$ cat config.mk
export PLATFORM = sky130hd
export DESIGN_NAME = traffic_light_ctrl
export DESIGN_NICKNAME = d
export VERILOG_FILES = /design/src/rtl/tlc_pkg.sv /design/src/rtl/sensor_sync.sv /design/src/rtl/traffic_light_ctrl.sv
export SDC_FILE = /design/constraint.sdc
export NUM_CORES = 1
export LEC_CHECK = 0
export CAP_MARGIN = 5
export CORE_MARGIN = 2
export CORE_UTILIZATION = 30
export DETAILED_ROUTE_END_ITERATION = 16
export MAX_ROUTING_LAYER = met4
export PLACE_DENSITY = 0.47
export SYNTH_ARGS = -nofsm -noshare
export SYNTH_HDL_FRONTEND = slang
export SYNTH_SLANG_ARGS = --single-unit
$ cat constraint.sdc
create_clock -name clk -period 5.2 [get_ports clk]
set_clock_uncertainty 0.2 [all_clocks]
set_input_delay 0.52 -clock clk [delete_from_list [all_inputs] [get_ports clk]]
set_output_delay 0.52 -clock clk [all_outputs]
set_load 0.02 [all_outputs]
$ cat src/rtl/tlc_pkg.sv
// Shared encodings and default timings for the traffic light controller.
// Optional pedestrian support is controlled by the TLC_PED_WALK_EN macro.
package tlc_pkg;

  typedef enum logic [2:0] {
    MAIN_G = 3'd0,
    MAIN_Y = 3'd1,
    RED_1  = 3'd2,
    SIDE_G = 3'd3,
    SIDE_Y = 3'd4,
    RED_2  = 3'd5
  } tlc_state_e;

  localparam logic [2:0] LAMP_R = 3'b100;
  localparam logic [2:0] LAMP_Y = 3'b010;
  localparam logic [2:0] LAMP_G = 3'b001;

  localparam int unsigned GREEN_MIN_DEF    = 8;
  localparam int unsigned YELLOW_T_DEF     = 3;
  localparam int unsigned ALL_RED_T_DEF    = 1;
  localparam int unsigned SIDE_GREEN_T_DEF = 5;
  localparam int unsigned CNT_W_DEF        = 8;

endpackage

$ cat src/rtl/sensor_sync.sv
// Two-flop synchroniser for an asynchronous sensor line; both stages reset to 0.
module sensor_sync (
  input  logic clk,
  input  logic rst_n,
  input  logic async_i,
  output logic sync_o
);

  logic meta_q;
  logic sync_q;

  always_ff @(posedge clk) begin
    if (!rst_n) begin
      meta_q <= 1'b0;
      sync_q <= 1'b0;
    end else begin
      meta_q <= async_i;
      sync_q <= meta_q;
    end
  end

  assign sync_o = sync_q;

endmodule

$ cat src/rtl/traffic_light_ctrl.sv
// Two-road intersection sequencer: six-state FSM with a saturating phase timer.
// Define TLC_PED_WALK_EN to add the ped_btn input and ped_walk output.
module traffic_light_ctrl
  import tlc_pkg::*;
#(
  parameter int unsigned GREEN_MIN    = GREEN_MIN_DEF,
  parameter int unsigned YELLOW_T     = YELLOW_T_DEF,
  parameter int unsigned ALL_RED_T    = ALL_RED_T_DEF,
  parameter int unsigned SIDE_GREEN_T = SIDE_GREEN_T_DEF,
  parameter int unsigned CNT_W        = CNT_W_DEF
) (
  input  logic       clk,
  input  logic       rst_n,
  input  logic       side_car,
`ifdef TLC_PED_WALK_EN
  input  logic       ped_btn,
  output logic       ped_walk,
`endif
  output logic [2:0] main_light,
  output logic [2:0] side_light,
  output logic [2:0] phase
);

  tlc_state_e       state_q, state_d;
  logic [CNT_W-1:0] timer_q, timer_d;
  logic             side_req_q, side_req_d;
  logic             side_sync;
  logic             enter_side_g;
  logic             any_req;

  function automatic logic [CNT_W-1:0] load_for(input tlc_state_e s);
    case (s)
      MAIN_Y, SIDE_Y: return CNT_W'(YELLOW_T - 1);
      RED_1, RED_2:   return CNT_W'(ALL_RED_T - 1);
      SIDE_G:         return CNT_W'(SIDE_GREEN_T - 1);
      default:        return CNT_W'(GREEN_MIN - 1);
    endcase
  endfunction

  sensor_sync u_side_sync (
    .clk    (clk),
    .rst_n  (rst_n),
    .async_i(side_car),
    .sync_o (side_sync)
  );

`ifdef TLC_PED_WALK_EN
  logic ped_sync;
  logic ped_req_q;

  sensor_sync u_ped_sync (
    .clk    (clk),
    .rst_n  (rst_n),
    .async_i(ped_btn),
    .sync_o (ped_sync)
  );

  always_ff @(posedge clk) begin
    if (!rst_n)            ped_req_q <= 1'b0;
    else if (enter_side_g) ped_req_q <= 1'b0;
    else if (ped_sync)     ped_req_q <= 1'b1;
  end

  assign any_req  = side_req_q | ped_req_q;
  assign ped_walk = (state_q == SIDE_G);
`else
  assign any_req = side_req_q;
`endif

  always_ff @(posedge clk) begin
    if (!rst_n) begin
      state_q    <= MAIN_G;
      timer_q    <= CNT_W'(GREEN_MIN - 1);
      side_req_q <= 1'b0;
    end else begin
      state_q    <= state_d;
      timer_q    <= timer_d;
      side_req_q <= side_req_d;
    end
  end

  always_comb begin
    state_d = state_q;
    timer_d = (timer_q == '0) ? '0 : timer_q - CNT_W'(1);
    case (state_q)
      MAIN_G:  if (timer_q == '0 && any_req) state_d = MAIN_Y;
      MAIN_Y:  if (timer_q == '0) state_d = RED_1;
      RED_1:   if (timer_q == '0) state_d = SIDE_G;
      SIDE_G:  if (timer_q == '0) state_d = SIDE_Y;
      SIDE_Y:  if (timer_q == '0) state_d = RED_2;
      RED_2:   if (timer_q == '0) state_d = MAIN_G;
      default: state_d = MAIN_G;
    endcase
    // Any state change, including recovery from an illegal encoding, reloads the timer.
    if (state_d != state_q) timer_d = load_for(state_d);
    enter_side_g = (state_d == SIDE_G) && (state_q != SIDE_G);
    side_req_d   = enter_side_g ? 1'b0 : (side_req_q | side_sync);
  end

  always_comb begin
    main_light = LAMP_R;
    side_light = LAMP_R;
    case (state_q)
      MAIN_G:  main_light = LAMP_G;
      MAIN_Y:  main_light = LAMP_Y;
      SIDE_G:  side_light = LAMP_G;
      SIDE_Y:  side_light = LAMP_Y;
      default: ;
    endcase
  end

  assign phase = state_q;

endmodule

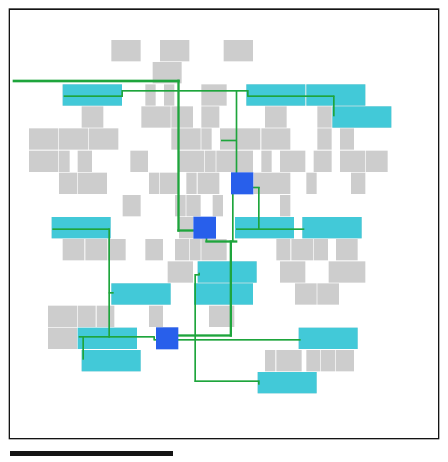
Figure 1: routed clock nets over the placement.
Bar = 20 um.
legend:
  blue:
    item: clock-net drivers
    count: 3
  green:
    item: clock wires
    length: 211 um
  cyan:
    item: flip-flops
    count: 14
routed clock nets: 4

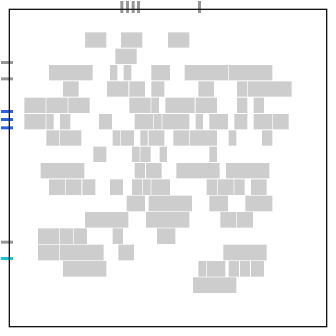
Figure 2: I/O pins on the die edge.
Pins as bars across the die edge, other pins in grey.
legend:
  blue:
    port: side_light
    pins: 3
    direction: output
    edge: west
  cyan:
    port: side_car
    pins: 1
    direction: input
    edge: west
die y size: 52.59 um
port bufs: 11
Die X: 52.59 um

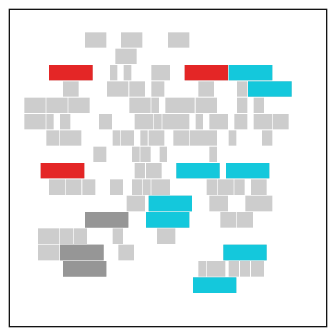
Figure 3: register map, names as in the netlist.
legend:
  red:
    name_in_the_netlist: phase
    placed_flops: 3
  cyan:
    name_in_the_netlist: timer_q
    placed_flops: 8
Final Util: 0.3965
Seq area share: 0.3195

==> results.yml <==
# generated from flow reports
synthesis:
  ys_warn_count: 0
  synthTopCellsByCount: "dfxtp_1 (14), a21oi_1 (6), inv_1 (5), nor2_1 (5), o21ai_0 (5)"
  ys_area_sq_um: 708.2
  top_logic_kind: "simple AND/OR/NAND/NOR gates"
  largest_area_cell: "dfxtp_1"
  yosys-top-cells-area: "dfxtp_1 (40%), a21oi_1 (4.2%), ha_1 (3.5%)"
  ys_ff: 14
  yosys_cells: 81
  aoi_share: 0.2385
  edf_count: 0
  synth_top_area_share: 0.3958
  ys_seq_frac: 0.3958
  yosysUniqueCellTypes: 38
  flop_cell: "dfxtp_1"
  ys_async_sr_fraction: 0
  ys_sh_xor: 0.02473
  ys_sh_adder: 0.03534
  postSynthCellCount: 81
  avgSynthCellArea_sq_um: 8.743
  synthMuxAreaShare: 0
  synth.most_common_cell: "dfxtp_1"
  syn-num-nets: 86
  netlist_area_sq_um: 708.2
power_and_ir_drop:
  powerClk_mw: 0.0780
  seq_power_share: 0.543
  power_density_nw_per_um2: 240.3
  ir_drop_mv: 0.1486
  power.internal_mw: 0.1610
  pwr-share-comb: 0.087
  post-layout-total-power_mw: 0.2108
  seq-power_mw: 0.115
  power-top-group: "sequential cells"
  p_comb_mw: 0.0183
  switching_power_mw: 0.04974
  swShare: 0.2360
  clkPwrFrac: 0.370
  p_leak_nw: 0.3103
sta:
  slew_headroom: 0.3702
  rsz0062_at_grt: "false"
  max_freq_mhz: 383.9
  holdWs_ns: 0.2456
  fin_setup_tns_ns: 0
  finalCritPeriodShare: 0.5009
  finalHoldViolCount: 0
  fin_crit_ns: 2.605
  setup_viol: 0
  drv_slew: 0
  setup_ws_ns: 2.595
routing:
  drt.antenna.violating_nets: 0
  post_drt_wl_per_cell_um: 13.80
  drt-met1-wl_um: 804
  wl_met2_um: 746
  drc: 0
  num_vias: 651
  via_per_inst: 5.380
  top_layer_used: "met4"
  first_pass_iters: 4
  drtIter0Drc: 12
clocking:
  htree_levels: 1
  clockBufferDepth: 2
  post-cts-setup-buffers: 0
  cts_tree: "yes"
  hold_buffers: 0
  cts_resized: 0
  clock_sinks: 14
  clock_latency_ns: 0.28
  cts_buffers: 3
grt:
  use_met3: 0.04286
  grt_pass1_vias: 624
  grtUsageMet2: 0.2208
  grtUsageMet1: 0.1713
  grt_max_degree: 14
  antenna_found_initial: 0
  top_usage_layer: "met2"
  grt.overflow.total: 0
  grt_pass1_wl_um: 2760
setup_path:
  cp_max_fo: 13
  cp.depth: 3
  crit_type: "register to output pin"
  cpPeakStageDelay_ns: 0.60
  rrSetupSlack_ns: 2.96
  cp.required_ns: 4.48
  r2r_cells: 5
  critPathLaunchType: "register"
  arrival_ns: 1.88
  cp.buffers_inverters: 1
  critPathCaptureType: "output pin"
  endpoint: "side_light[0]"
  crit_start: "phase[1]"
  path_cells: "nor2b_1 -> and2_1 -> clkdlybuf4s50_1"
  r2r_end: "phase[1]"
  crit_slowest_cell: "clkdlybuf4s50_1"
floorplanning:
  tap_cells: 28
  ios: 12
  chipArea_sq_um: 2765
  coreArea_sq_um: 2212
  fp_util: 0.3201
  row_count: 17
layout:
  largest_reg_flops: 8
  regArea_sq_um: 280.3
  comb_area_frac: 0.4522
  nClkBuffers: 4
  area_growth_pct: 23.85
  final_layout_top_logic_cells: "dfxtp_1 (14), clkdlybuf4s50_1 (11), a21oi_1 (6)"
  fillCellCount: 236
  ff_count: 14
  lay_top_count: "dfxtp_1"
  signal_buffers: 11
  instances_no_fill: 121
  diodes: 0
  inv_count: 5
  top_area_cell_class: "logic gates"
  nets: 99
  clk_share: 0.04137
  largest-register: "timer_q"
  drive_above_1_share: 0.07527
  buf_share: 0.1255
  design_area_sq_um: 877.1
min_path:
  hold_path.class: "register to register"
  worstHoldStart: "u_side_sync.meta_q"
  min_to: "u_side_sync.sync_o"
  worstHoldPathCells: 1
run:
  warning_count: 27
  cap_viol_max_count: 0
run_status:
  status: "complete, no violations"
placed_design:
  dp_hpwl_um: 1147
  post_dp_cell_area_sq_um: 840.8
  gp_congestion: 0.7871
No activity file was given, so power comes from the tool's default toggle rates.
